### src/rtl/gdp_pkg.sv
// Shared constants and elaboration helpers for the clocked gate-delay pipeline.
// Holds the latency limits, the delay-mode encodings and the counter sizing rule.
package gdp_pkg;

    localparam int MAX_LAT        = 15;
    localparam int MODE_TRANSPORT = 0;
    localparam int MODE_INERTIAL  = 1;

    // Width of an inertial counter that must reach LAT-1; never narrower than one bit.
    function automatic int cnt_width(input int lat);
        return (lat > 1) ? $clog2(lat) : 1;
    endfunction

    function automatic bit lat_in_range(input int lat);
        return (lat >= 1) && (lat <= MAX_LAT);
    endfunction

endpackage

### src/rtl/gate_delay_pipe_delay_elem.sv
// One gate's delay element: d is the already-computed gate function, q its delayed copy.
// Latency LAT cycles; no backpressure, takes a new d every cycle; idle is combinational.
module delay_elem
    import gdp_pkg::*;
#(
    parameter int WIDTH    = 4,
    parameter int LAT      = 1,
    parameter int INERTIAL = MODE_TRANSPORT
) (
    input  logic             clk,
    input  logic             rst_n,
    input  logic             flush,
    input  logic [WIDTH-1:0] d,
    output logic [WIDTH-1:0] q,
    output logic             idle
);

    if (INERTIAL == MODE_INERTIAL && LAT > 1) begin : g_inertial
        localparam int             CW      = cnt_width(LAT);
        localparam logic [CW-1:0]  CNT_TOP = CW'(LAT - 1);

        logic [WIDTH-1:0] out_q, out_d;
        logic [CW-1:0]    cnt_q [WIDTH];
        logic [CW-1:0]    cnt_d [WIDTH];

        // A lane only flips once d has disagreed with out for LAT consecutive samples.
        always_comb begin
            out_d = out_q;
            for (int i = 0; i < WIDTH; i++) begin
                cnt_d[i] = '0;
                if (d[i] != out_q[i]) begin
                    if (cnt_q[i] == CNT_TOP) begin
                        out_d[i] = d[i];
                    end else begin
                        cnt_d[i] = cnt_q[i] + CW'(1);
                    end
                end
            end
            if (flush) begin
                out_d = '0;
                for (int i = 0; i < WIDTH; i++) begin
                    cnt_d[i] = '0;
                end
            end
        end

        always_comb begin
            idle = 1'b1;
            for (int i = 0; i < WIDTH; i++) begin
                if (cnt_q[i] != '0 || d[i] != out_q[i]) begin
                    idle = 1'b0;
                end
            end
        end

        always_ff @(posedge clk or negedge rst_n) begin
            if (!rst_n) begin
                out_q <= '0;
                for (int i = 0; i < WIDTH; i++) begin
                    cnt_q[i] <= '0;
                end
            end else begin
                out_q <= out_d;
                for (int i = 0; i < WIDTH; i++) begin
                    cnt_q[i] <= cnt_d[i];
                end
            end
        end

        assign q = out_q;

    end else begin : g_transport
        logic [WIDTH-1:0] stage_q [LAT];
        logic [WIDTH-1:0] stage_d [LAT];

        always_comb begin
            stage_d[0] = flush ? '0 : d;
            for (int i = 1; i < LAT; i++) begin
                stage_d[i] = flush ? '0 : stage_q[i-1];
            end
        end

        // Idle only when every queued sample already equals the present gate value.
        always_comb begin
            idle = 1'b1;
            for (int i = 0; i < LAT; i++) begin
                if (stage_q[i] != d) begin
                    idle = 1'b0;
                end
            end
        end

        always_ff @(posedge clk or negedge rst_n) begin
            if (!rst_n) begin
                for (int i = 0; i < LAT; i++) begin
                    stage_q[i] <= '0;
                end
            end else begin
                for (int i = 0; i < LAT; i++) begin
                    stage_q[i] <= stage_d[i];
                end
            end
        end

        assign q = stage_q[LAT-1];
    end

endmodule

### src/rtl/gate_delay_pipe.sv
// Clocked three-gate network per lane: e = a & b, y = ~c, x = e | y, each gate a delay element.
// Latency c->y NOT_LAT, c->x NOT_LAT+OR_LAT, a/b->x AND_LAT+OR_LAT; no backpressure.
module gate_delay_pipe
    import gdp_pkg::*;
#(
    parameter int WIDTH    = 4,
    parameter int AND_LAT  = 3,
    parameter int NOT_LAT  = 1,
    parameter int OR_LAT   = 2,
    parameter int INERTIAL = MODE_TRANSPORT
) (
    input  logic             clk,
    input  logic             rst_n,
    input  logic             flush,
    input  logic [WIDTH-1:0] a,
    input  logic [WIDTH-1:0] b,
    input  logic [WIDTH-1:0] c,
    output logic [WIDTH-1:0] x,
    output logic [WIDTH-1:0] y,
    output logic             settled
);

    if (!lat_in_range(AND_LAT)) begin : g_bad_and_lat
        $error("gate_delay_pipe: AND_LAT must be 1..15");
    end
    if (!lat_in_range(NOT_LAT)) begin : g_bad_not_lat
        $error("gate_delay_pipe: NOT_LAT must be 1..15");
    end
    if (!lat_in_range(OR_LAT)) begin : g_bad_or_lat
        $error("gate_delay_pipe: OR_LAT must be 1..15");
    end
    if (INERTIAL != MODE_TRANSPORT && INERTIAL != MODE_INERTIAL) begin : g_bad_mode
        $error("gate_delay_pipe: INERTIAL must be 0 or 1");
    end

    logic [WIDTH-1:0] and_f, not_f, or_f;
    logic [WIDTH-1:0] e_q, y_q, x_q;
    logic             and_idle, not_idle, or_idle;
    logic             settled_q, settled_d;

    // The OR gate sees the delayed AND/NOT outputs, so reconvergent skew shows up here.
    always_comb begin
        and_f = a & b;
        not_f = ~c;
        or_f  = e_q | y_q;
    end

    delay_elem #(.WIDTH(WIDTH), .LAT(AND_LAT), .INERTIAL(INERTIAL)) u_and (
        .clk   (clk),
        .rst_n (rst_n),
        .flush (flush),
        .d     (and_f),
        .q     (e_q),
        .idle  (and_idle)
    );

    delay_elem #(.WIDTH(WIDTH), .LAT(NOT_LAT), .INERTIAL(INERTIAL)) u_not (
        .clk   (clk),
        .rst_n (rst_n),
        .flush (flush),
        .d     (not_f),
        .q     (y_q),
        .idle  (not_idle)
    );

    delay_elem #(.WIDTH(WIDTH), .LAT(OR_LAT), .INERTIAL(INERTIAL)) u_or (
        .clk   (clk),
        .rst_n (rst_n),
        .flush (flush),
        .d     (or_f),
        .q     (x_q),
        .idle  (or_idle)
    );

    always_comb begin
        settled_d = ~flush & and_idle & not_idle & or_idle;
    end

    always_ff @(posedge clk or negedge rst_n) begin
        if (!rst_n) begin
            settled_q <= 1'b0;
        end else begin
            settled_q <= settled_d;
        end
    end

    assign x       = x_q;
    assign y       = y_q;
    assign settled = settled_q;

endmodule

### config.mk
export PLATFORM = sky130hd
export DESIGN_NAME = gate_delay_pipe
export DESIGN_NICKNAME = d
export VERILOG_FILES = /design/src/rtl/gdp_pkg.sv /design/src/rtl/gate_delay_pipe_delay_elem.sv /design/src/rtl/gate_delay_pipe.sv
export SDC_FILE = /design/constraint.sdc
export NUM_CORES = 1
export LEC_CHECK = 0
export CAP_MARGIN = 10
export CORE_MARGIN = 5
export CORE_UTILIZATION = 45
export CTS_CLUSTER_DIAMETER = 200
export DETAILED_ROUTE_END_ITERATION = 8
export PLACE_DENSITY = 0.79
export SLEW_MARGIN = 25
export SYNTH_ARGS = -nofsm -noshare
export SYNTH_HDL_FRONTEND = slang
export SYNTH_HIERARCHICAL = 1
export SYNTH_SLANG_ARGS = --single-unit
export TNS_END_PERCENT = 20
### constraint.sdc
create_clock -name clk -period 5.2 [get_ports clk]
set_clock_uncertainty 0.05 [all_clocks]
set_input_delay 0.52 -clock clk [delete_from_list [all_inputs] [get_ports clk]]
set_output_delay 0.52 -clock clk [all_outputs]
set_load 0.02 [all_outputs]
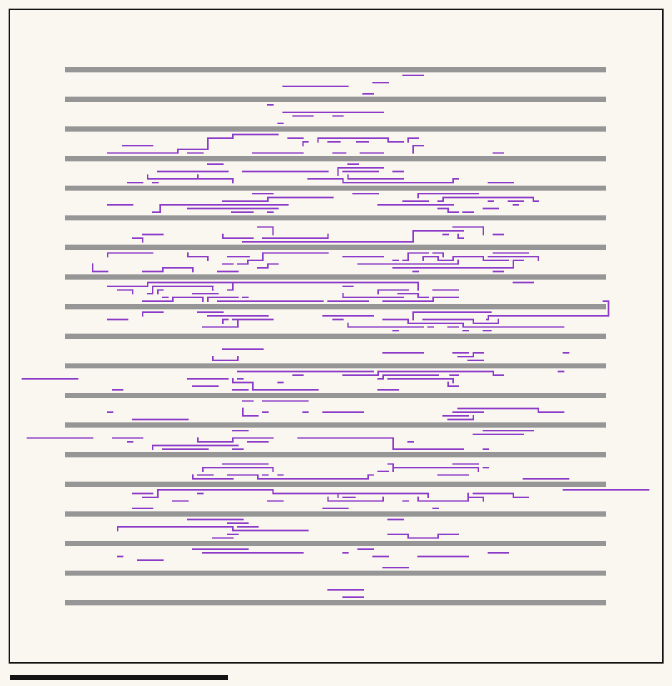
Figure 1: metal 1.
Bar = 20 um. Supply wires on this layer in grey.
longest straight run: 24.8 um
share of all routed wire: 44%
main direction: horizontal
nets with wire on the layer: 105
wire length on this layer: 862 um

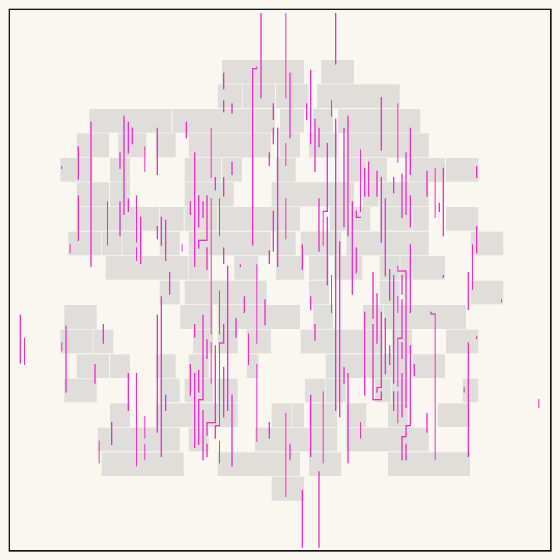
Figure 2: M2 wires.
Cells faint in the background.
nets with wire on the layer: 118
longest straight run: 32.3 um
main direction: vertical
wire length on this layer: 897 um
share of all routed wire: 46%

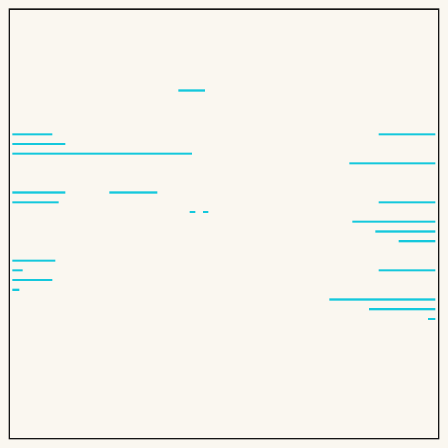
Figure 3: the metal 3 layer.
longest straight run: 24.8 um
main direction: horizontal
share of all routed wire: 8.1%

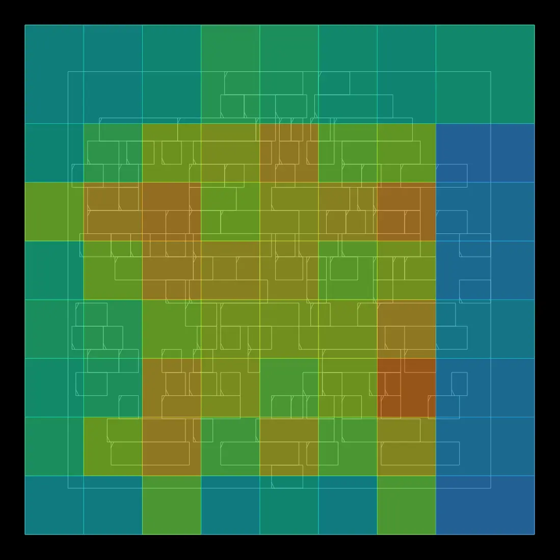
Figure 4: track usage over the die.
met2 GRT Util: 0.1790
GRT busiest layer: met2
final core utilization: 0.5530
Total Routing Usage GR: 0.1230

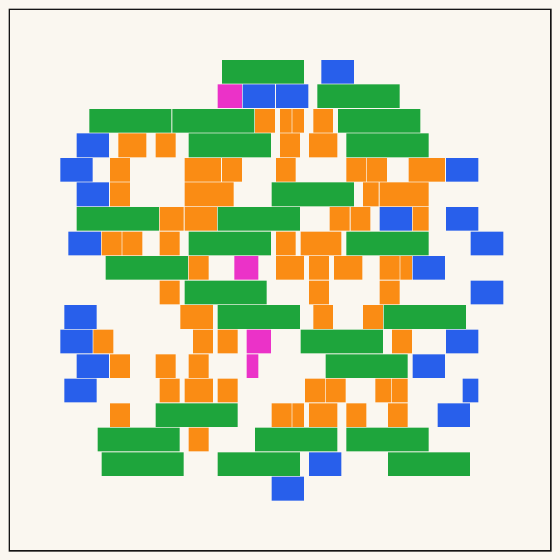
Figure 5: cells coloured by class.
| class | colour | cells | share of their area |
|---|---|---|---|
| remaining buffers and delay cells | blue | 23 | 17% |
| sequential cells | green | 25 | 48% |
| combinational and other logic | orange | 62 | 33% |
| clock drivers and dummy loads | magenta | 4 | 2.0% |

==> Slide: Implementation Results <==
Physical Implementation Snapshot

Synthesis
  • Cells after Synth: between 90 and 100
  • Post-synth top cells: 25 x dfrtp_1, 23 x nor2b_1, 8 x buf_4
  • Synthesized area per cell: 11.66 um^2
  • Ys flops: 25
  • Largest logic family: simple AND/OR/NAND/NOR gates
  • Syn_nets: roughly 110
  • Post-synth seq share: 0.5587
  • Synth warn: 6
  • Top area cell types: dfrtp_1 56%, nor2b_1 13%, buf_4 5.4%, xor2_1 3.1%, a221oi_2 2.7%
  • Yosys cell count: approximately 96
  • XOR/XNOR Area Share: 0.03128
  • Synth unique cells: 24
  • Post-synth top area cell: dfrtp_1
  • Top_reg_cell synth: dfrtp_1

Power and ir drop
  • Cell-internal power: ~260 uW
  • Sw frac: 0.2397
  • Seq. pwr: just over 200 uW
  • Psw: 80.83 uW
  • Pleak: between 0.6 and 0.7 nW
  • Worst vdd ir: roughly 150 uV

Placed design
  • Placer congestion estimate: between 0.7 and 0.8
  • Post-Place Setup Slack: ~3 ns
  • Placed insts: about 140
  • Port Buffers: 23
  • Placed instance area: between 1000 and 1500 um^2

STA
  • Setup ws final: about 3.3 ns
  • Final max-slew violation count: 0
  • Post-layout period usage: 0.3693
  • Slew @ Worst Pin: 0.8810 ns
  • Fin Setup TNS: 0 ns
  • Peak Freq: 0.5207 GHz

Flow run
  • Tool warnings: 26
  • Max-cap violations: 0

Drt
  • Vias: roughly 750
  • Vias per cell: between 5 and 6
  • Antenna violation net count after detailed routing: 0

Final layout
  • Final Cell Area: approximately 1300 um^2
  • Area growth syn-to-layout: 20.11%
  • Top cell excl fill/tap: dfrtp_1
  • Fin nets: between 100 and 150
  • Fillers: approximately 220

Setup path
  • Worst Setup SP: u_not/q[1]$_DFF_PN0_
  • Register-to-register setup slack: about 3.5 ns
  • WP depth: 1
  • Reg2Reg Depth: 4
  • Critical path cell sequence: clkdlybuf4s50_1
  • RR Endpoint: settled$_DFF_PN0_
  • CP endpoint kind: output port
  • CP max stage cell: clkdlybuf4s50_1
  • Reg2reg start: u_not/q[1]$_DFF_PN0_

Global routing
  • Total gr overflow: 0
  • Largest net degree at the start of global routing: 26
  • Antenna violations before repair: 0

Clock network
  • Post-cts hold buffer count: 0
  • Worst skew pair latency: about 0.31 ns
  • Setup repair bufs after CTS: 0

Floorplan
  • Core box area: around 2400 um^2
  • Horiz. Die Dim: roughly 60 um
  • Core Util at FP: 0.4604
  • DIE HEIGHT: around 60 um
  • # IOs: 24

Status
  • Outcome: complete, no violations
## layer usage
layer  global-route usage  up-vias  wire [um]
met1               0.1753      364        861
met2               0.1790       23        896
met5                    0        -          0
li1                     -      358          -
met4              0.04747        0         25
met3              0.03024        4        156
## cell families after synthesis
group / after synthesis
xor gates and xnor gates: 4
AOI/OAI and AO/OA: 4
buffers and inverters: 13
DFF: 25
and+or+nand+nor: 50
## final cells by class
type | count | area (um^2) | area share
repair buffers | 23 | 225.2 | 0.1674
multi-input cells | 58 | 415.4 | 0.3088
flip-flops and latches | 25 | 625.6 | 0.4651
well taps | 30 | 37.54 | 0.02791
clock buffers | 4 | 26.28 | 0.01953
inverters | 4 | 15.01 | 0.01116
No activity file was given, so power comes from the tool's default toggle rates.
